**src/rtl/qr_tx_pkg.sv**
```systemverilog
// Shared types and constants for the quarter-rate TX mux path.
// The word-complement helper is kept here so the sequencer and any future TX blocks agree on it.
package qr_tx_pkg;

    typedef enum logic [1:0] {
        ST_IDLE,
        ST_TRAIN,
        ST_DATA
    } qr_seq_state_t;

    typedef logic [3:0] qr_word_t;

    localparam logic [1:0] PH_LAST = 2'd3;

    // The analog mux inverts, so pre-complementing makes the serial line carry true data.
    function automatic qr_word_t cmp_word(input qr_word_t w, input logic inv);
        return inv ? ~w : w;
    endfunction

endpackage

```
**src/rtl/qr_word_fifo2.sv**
```systemverilog
// Two-entry word FIFO between the TX framing logic and the mux sequencer.
// Pushes while full and pops while empty are ignored.
module qr_word_fifo2
    import qr_tx_pkg::*;
(
    input  logic     clk,
    input  logic     rst,
    input  logic     push,
    input  logic     pop,
    input  qr_word_t wdata,
    output logic     full,
    output logic     empty,
    output qr_word_t head
);

    qr_word_t   mem [2];
    logic       wr_ptr;
    logic       rd_ptr;
    logic [1:0] count;
    logic       do_push;
    logic       do_pop;

    assign full    = (count == 2'd2);
    assign empty   = (count == 2'd0);
    assign head    = mem[rd_ptr];
    assign do_push = push && !full;
    assign do_pop  = pop && !empty;

    always_ff @(posedge clk) begin
        if (do_push) begin
            mem[wr_ptr] <= wdata;
        end
    end

    always_ff @(posedge clk) begin
        if (rst) begin
            wr_ptr <= 1'b0;
            rd_ptr <= 1'b0;
            count  <= 2'd0;
        end else begin
            if (do_push) begin
                wr_ptr <= ~wr_ptr;
            end
            if (do_pop) begin
                rd_ptr <= ~rd_ptr;
            end
            case ({do_push, do_pop})
                2'b10:   count <= count + 2'd1;
                2'b01:   count <= count - 2'd1;
                default: count <= count;
            endcase
        end
    end

endmodule

```
**src/rtl/qr_mux_sequencer.sv**
```systemverilog
// Sequencer for the quarter-rate 4:1 inverting mux: buffers words, holds each one for a
// 4-phase frame on DIN0..DIN3, drives the phase selects and inserts idle/training words.
module qr_mux_sequencer
    import qr_tx_pkg::*;
#(
    parameter logic     INV_COMP   = 1'b1,
    parameter qr_word_t IDLE_WORD  = 4'h0,
    parameter qr_word_t TRAIN_WORD = 4'h5,
    parameter int       TRAIN_LEN  = 16
) (
    input  logic       clk,
    input  logic       rst,
    input  logic       en,
    input  logic       train_req,
    input  logic       in_valid,
    input  logic [3:0] in_data,
    output logic       in_ready,
    output logic       DIN0,
    output logic       DIN1,
    output logic       DIN2,
    output logic       DIN3,
    output logic       E0,
    output logic       E1,
    output logic       train_done,
    output logic       underflow,
    output logic [7:0] uflow_cnt
);

    localparam qr_word_t   IDLE_DRV   = cmp_word(IDLE_WORD, INV_COMP);
    localparam qr_word_t   TRAIN_DRV  = cmp_word(TRAIN_WORD, INV_COMP);
    localparam logic [7:0] LAST_FRAME = 8'(TRAIN_LEN - 1);

    qr_seq_state_t state;
    logic [1:0]    ph;
    qr_word_t      din;
    logic [7:0]    frame_cnt;
    logic          stop_pend;
    logic          train_pend;

    logic          fifo_push;
    logic          fifo_pop;
    logic          fifo_full;
    logic          fifo_empty;
    qr_word_t      fifo_head;

    logic          running;
    logic          boundary;
    logic          stopping;
    logic          last_frame;

    assign in_ready   = !fifo_full && !rst;
    assign fifo_push  = in_valid && in_ready;
    assign running    = (state != ST_IDLE);
    assign boundary   = running && (ph == PH_LAST);
    // An en drop anywhere in the frame, including on the boundary cycle itself, ends the run.
    assign stopping   = stop_pend || !en;
    assign last_frame = (frame_cnt == LAST_FRAME);
    assign fifo_pop   = boundary && (state == ST_DATA) && !stopping && !fifo_empty;

    assign {DIN3, DIN2, DIN1, DIN0} = din;
    assign E0 = ph[0];
    assign E1 = ph[1];

    qr_word_fifo2 u_fifo (
        .clk   (clk),
        .rst   (rst),
        .push  (fifo_push),
        .pop   (fifo_pop),
        .wdata (in_data),
        .full  (fifo_full),
        .empty (fifo_empty),
        .head  (fifo_head)
    );

    always_ff @(posedge clk) begin
        if (rst) begin
            state      <= ST_IDLE;
            ph         <= 2'd0;
            din        <= IDLE_DRV;
            frame_cnt  <= 8'd0;
            stop_pend  <= 1'b0;
            train_pend <= 1'b0;
            train_done <= 1'b0;
            underflow  <= 1'b0;
            uflow_cnt  <= 8'd0;
        end else begin
            train_done <= 1'b0;
            underflow  <= 1'b0;
            case (state)
                ST_IDLE: begin
                    ph         <= 2'd0;
                    frame_cnt  <= 8'd0;
                    stop_pend  <= 1'b0;
                    train_pend <= 1'b0;
                    if (en) begin
                        state <= train_req ? ST_TRAIN : ST_DATA;
                    end
                end
                ST_TRAIN, ST_DATA: begin
                    ph <= ph + 2'd1;
                    if (!en) begin
                        stop_pend <= 1'b1;
                    end
                    if ((state == ST_DATA) && train_req) begin
                        train_pend <= 1'b1;
                    end
                    // Raised one cycle early so the registered pulse lines up with the last boundary.
                    if ((state == ST_TRAIN) && (ph == 2'd2) && last_frame && en && !stop_pend) begin
                        train_done <= 1'b1;
                    end
                    if (boundary) begin
                        if (stopping) begin
                            din        <= IDLE_DRV;
                            state      <= ST_IDLE;
                            frame_cnt  <= 8'd0;
                            stop_pend  <= 1'b0;
                            train_pend <= 1'b0;
                        end else if (state == ST_TRAIN) begin
                            din <= TRAIN_DRV;
                            if (last_frame) begin
                                frame_cnt <= 8'd0;
                                state     <= ST_DATA;
                            end else begin
                                frame_cnt <= frame_cnt + 8'd1;
                            end
                        end else begin
                            if (!fifo_empty) begin
                                din <= cmp_word(fifo_head, INV_COMP);
                            end else begin
                                din       <= IDLE_DRV;
                                underflow <= 1'b1;
                                if (uflow_cnt != 8'hFF) begin
                                    uflow_cnt <= uflow_cnt + 8'd1;
                                end
                            end
                            if (train_pend || train_req) begin
                                state      <= ST_TRAIN;
                                train_pend <= 1'b0;
                            end
                        end
                    end
                end
                default: begin
                    state <= ST_IDLE;
                    ph    <= 2'd0;
                end
            endcase
        end
    end

endmodule
```
**config.mk**
```make
export PLATFORM = sky130hd
export DESIGN_NAME = qr_mux_sequencer
export DESIGN_NICKNAME = d
export VERILOG_FILES = /design/src/rtl/qr_tx_pkg.sv /design/src/rtl/qr_word_fifo2.sv /design/src/rtl/qr_mux_sequencer.sv
export SDC_FILE = /design/constraint.sdc
export NUM_CORES = 1
export LEC_CHECK = 0
export CAP_MARGIN = 20
export CELL_PAD_IN_SITES_DETAIL_PLACEMENT = 1
export CELL_PAD_IN_SITES_GLOBAL_PLACEMENT = 2
export CORE_ASPECT_RATIO = 0.6
export CORE_MARGIN = 5
export CORE_UTILIZATION = 34
export CTS_CLUSTER_DIAMETER = 200
export DETAILED_ROUTE_END_ITERATION = 8
export GPL_ROUTABILITY_DRIVEN = 0
export GPL_TIMING_DRIVEN = 0
export PLACE_DENSITY = 0.88
export SLEW_MARGIN = 10
export SYNTH_ARGS = -nofsm -noshare
export SYNTH_HDL_FRONTEND = slang
export SYNTH_SLANG_ARGS = --single-unit
```
**constraint.sdc**
```tcl
create_clock -name clk -period 3.1 [get_ports clk]
set_input_delay 0.465 -clock clk [delete_from_list [all_inputs] [get_ports clk]]
set_output_delay 0.465 -clock clk [all_outputs]
set_load 0.03 [all_outputs]
```
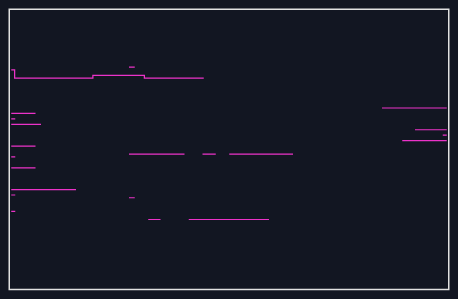
Fig. 1. The metal 3 layer.
Scale: 4 px per µm.
17 nets have wire on it. The wires run mostly horizontal. The layer carries 186 µm of wire.
final WL: 5084 µm
vias: 1734
GR Util met3: 4.000%

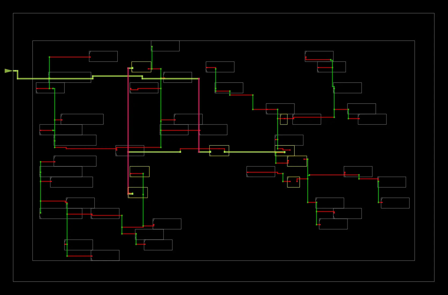
Fig. 2. Clock routing.
clk ins delay skew pair: 0.30 ns
clock skew: 0.009085 ns
final-layout clock buffer total: 6
CTS Buf Count: 5
Clk. pwr: 0.372 mW

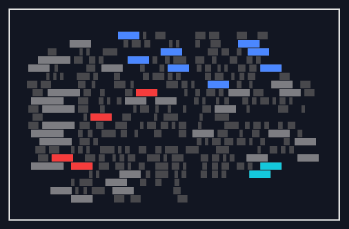
Fig. 3. Sequential cells coloured by netlist name.
Scale: 3 px per µm.
Key: `din` = red [flops 4]; `uflow_cnt` = blue [flops 8]; `state` = cyan [flops 2]
post-layout util: 43.30%
register area: 900.9 µm²
seq pwr: 0.608 mW
fraction of area in registers: 36.66%

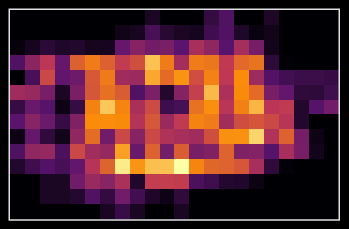
Fig. 4. Signal metal coverage by tile.
Scale: 3 px per µm. The die is cut into 22 by 14 equal tiles; black is low, pale yellow is high, scaled to the fullest tile. Values are wire area over tile area, all layers added.
The fullest tile reaches 0.37. 27% of the tiles are nearly empty. The densest ninth of the die: centre. 24% of the tiles are over half the peak. The emptiest ninth of the die: south-east.
routed len/inst: 15.27 µm
Tot GR Track Use: 14.13%

==> metrics.cfg <==
[setup_path]
slowest_delay_ns = 0.65
cp_max_fo = 10
r2r_cells = 7
r2r_end = uflow_cnt[4]
crit-reg2reg-launch = state[0]
start_kind = input pin
cpMaxStageDelayCell = clkdlybuf4s50_1

[detailed_routing]
drc = 0
wl_met2_um = 2037
ant_nets = 0
route.met3.wl_um = 186

[outcome]
status = complete, no violations

[floorplanning]
chipHeight_um = 69.72
chipArea_um2 = 7636

[synth]
avgSynthCellArea_um2 = 9.143
topCombFamilyByArea = simple AND/OR/NAND/NOR gates
ys_sh_aoi_pct = 15.42
netlist_instances = 221
syn-num-nets = 240
ff_type = dfxtp_1
synth-edff-count = 8
top_area_share_pct = 32.69
ys_ff = 41

[power]
clkPwrFrac_pct = 26.7
power_mw = 1.396
p_switching_mw = 0.4908
power-top-group = sequential cells
power_frac_comb_pct = 29.7

[placed_design]
placed_cells = 325
dpl_cell_area_um2 = 2361
port_buffers = 24

[grt]
met2_usage_pct = 18.39
met1_usage_pct = 22.23
grt_busiest_layer = met1
grt_first_pass_wirelength_um = 8562

[final_layout]
n_antenna_cell = 0
area_growth_pct = 21.61
final_layout_top_logic_cells = dfxtp_1 (33), clkdlybuf4s50_1 (24), a21oi_1 (23)
combGateArea_um2 = 1033
fillers = 692
layout-drive-gt1-share_pct = 5.534
stdcell_count = 333

[sta]
post-route-worst-setup-slack_ns = 0.4382
rsz0062_at_grt = no

[worst_hold_path]
hold_end = ph[0]

[clock_tree]
hold_buffers = 0
cts_tree = yes
h-tree-depth = 2
cts_resized = 0

-- state kept, by name, indices dropped and copies added (netlist names), named ones only --
name           cells
din                4
frame_cnt          8
ph                 2
state              2
stop_pend          1
train_done         1
train_pend         1
u_fifo.count       2
u_fifo.mem         8
u_fifo.rd_ptr      1
u_fifo.wr_ptr      1
uflow_cnt          8
underflow          1
-- cell type report --
type / instances / area share [%]
buffer: 9 / 1.680
clock buffer: 6 / 3.360
inverter: 12 / 1.833
sequential: 41 / 36.66
clock inverter: 2 / 0.5601
timing repair buffer: 24 / 9.776
tap: 80 / 4.073
multi-input combinational: 159 / 42.06
-- worst max-delay path, delay by kind of cell --
family	cells	cell delay, ns
buf+inv	2	0.81
compound gates	1	0.14
simple gates	3	1.47
Power is estimated from default activity; no workload was simulated.
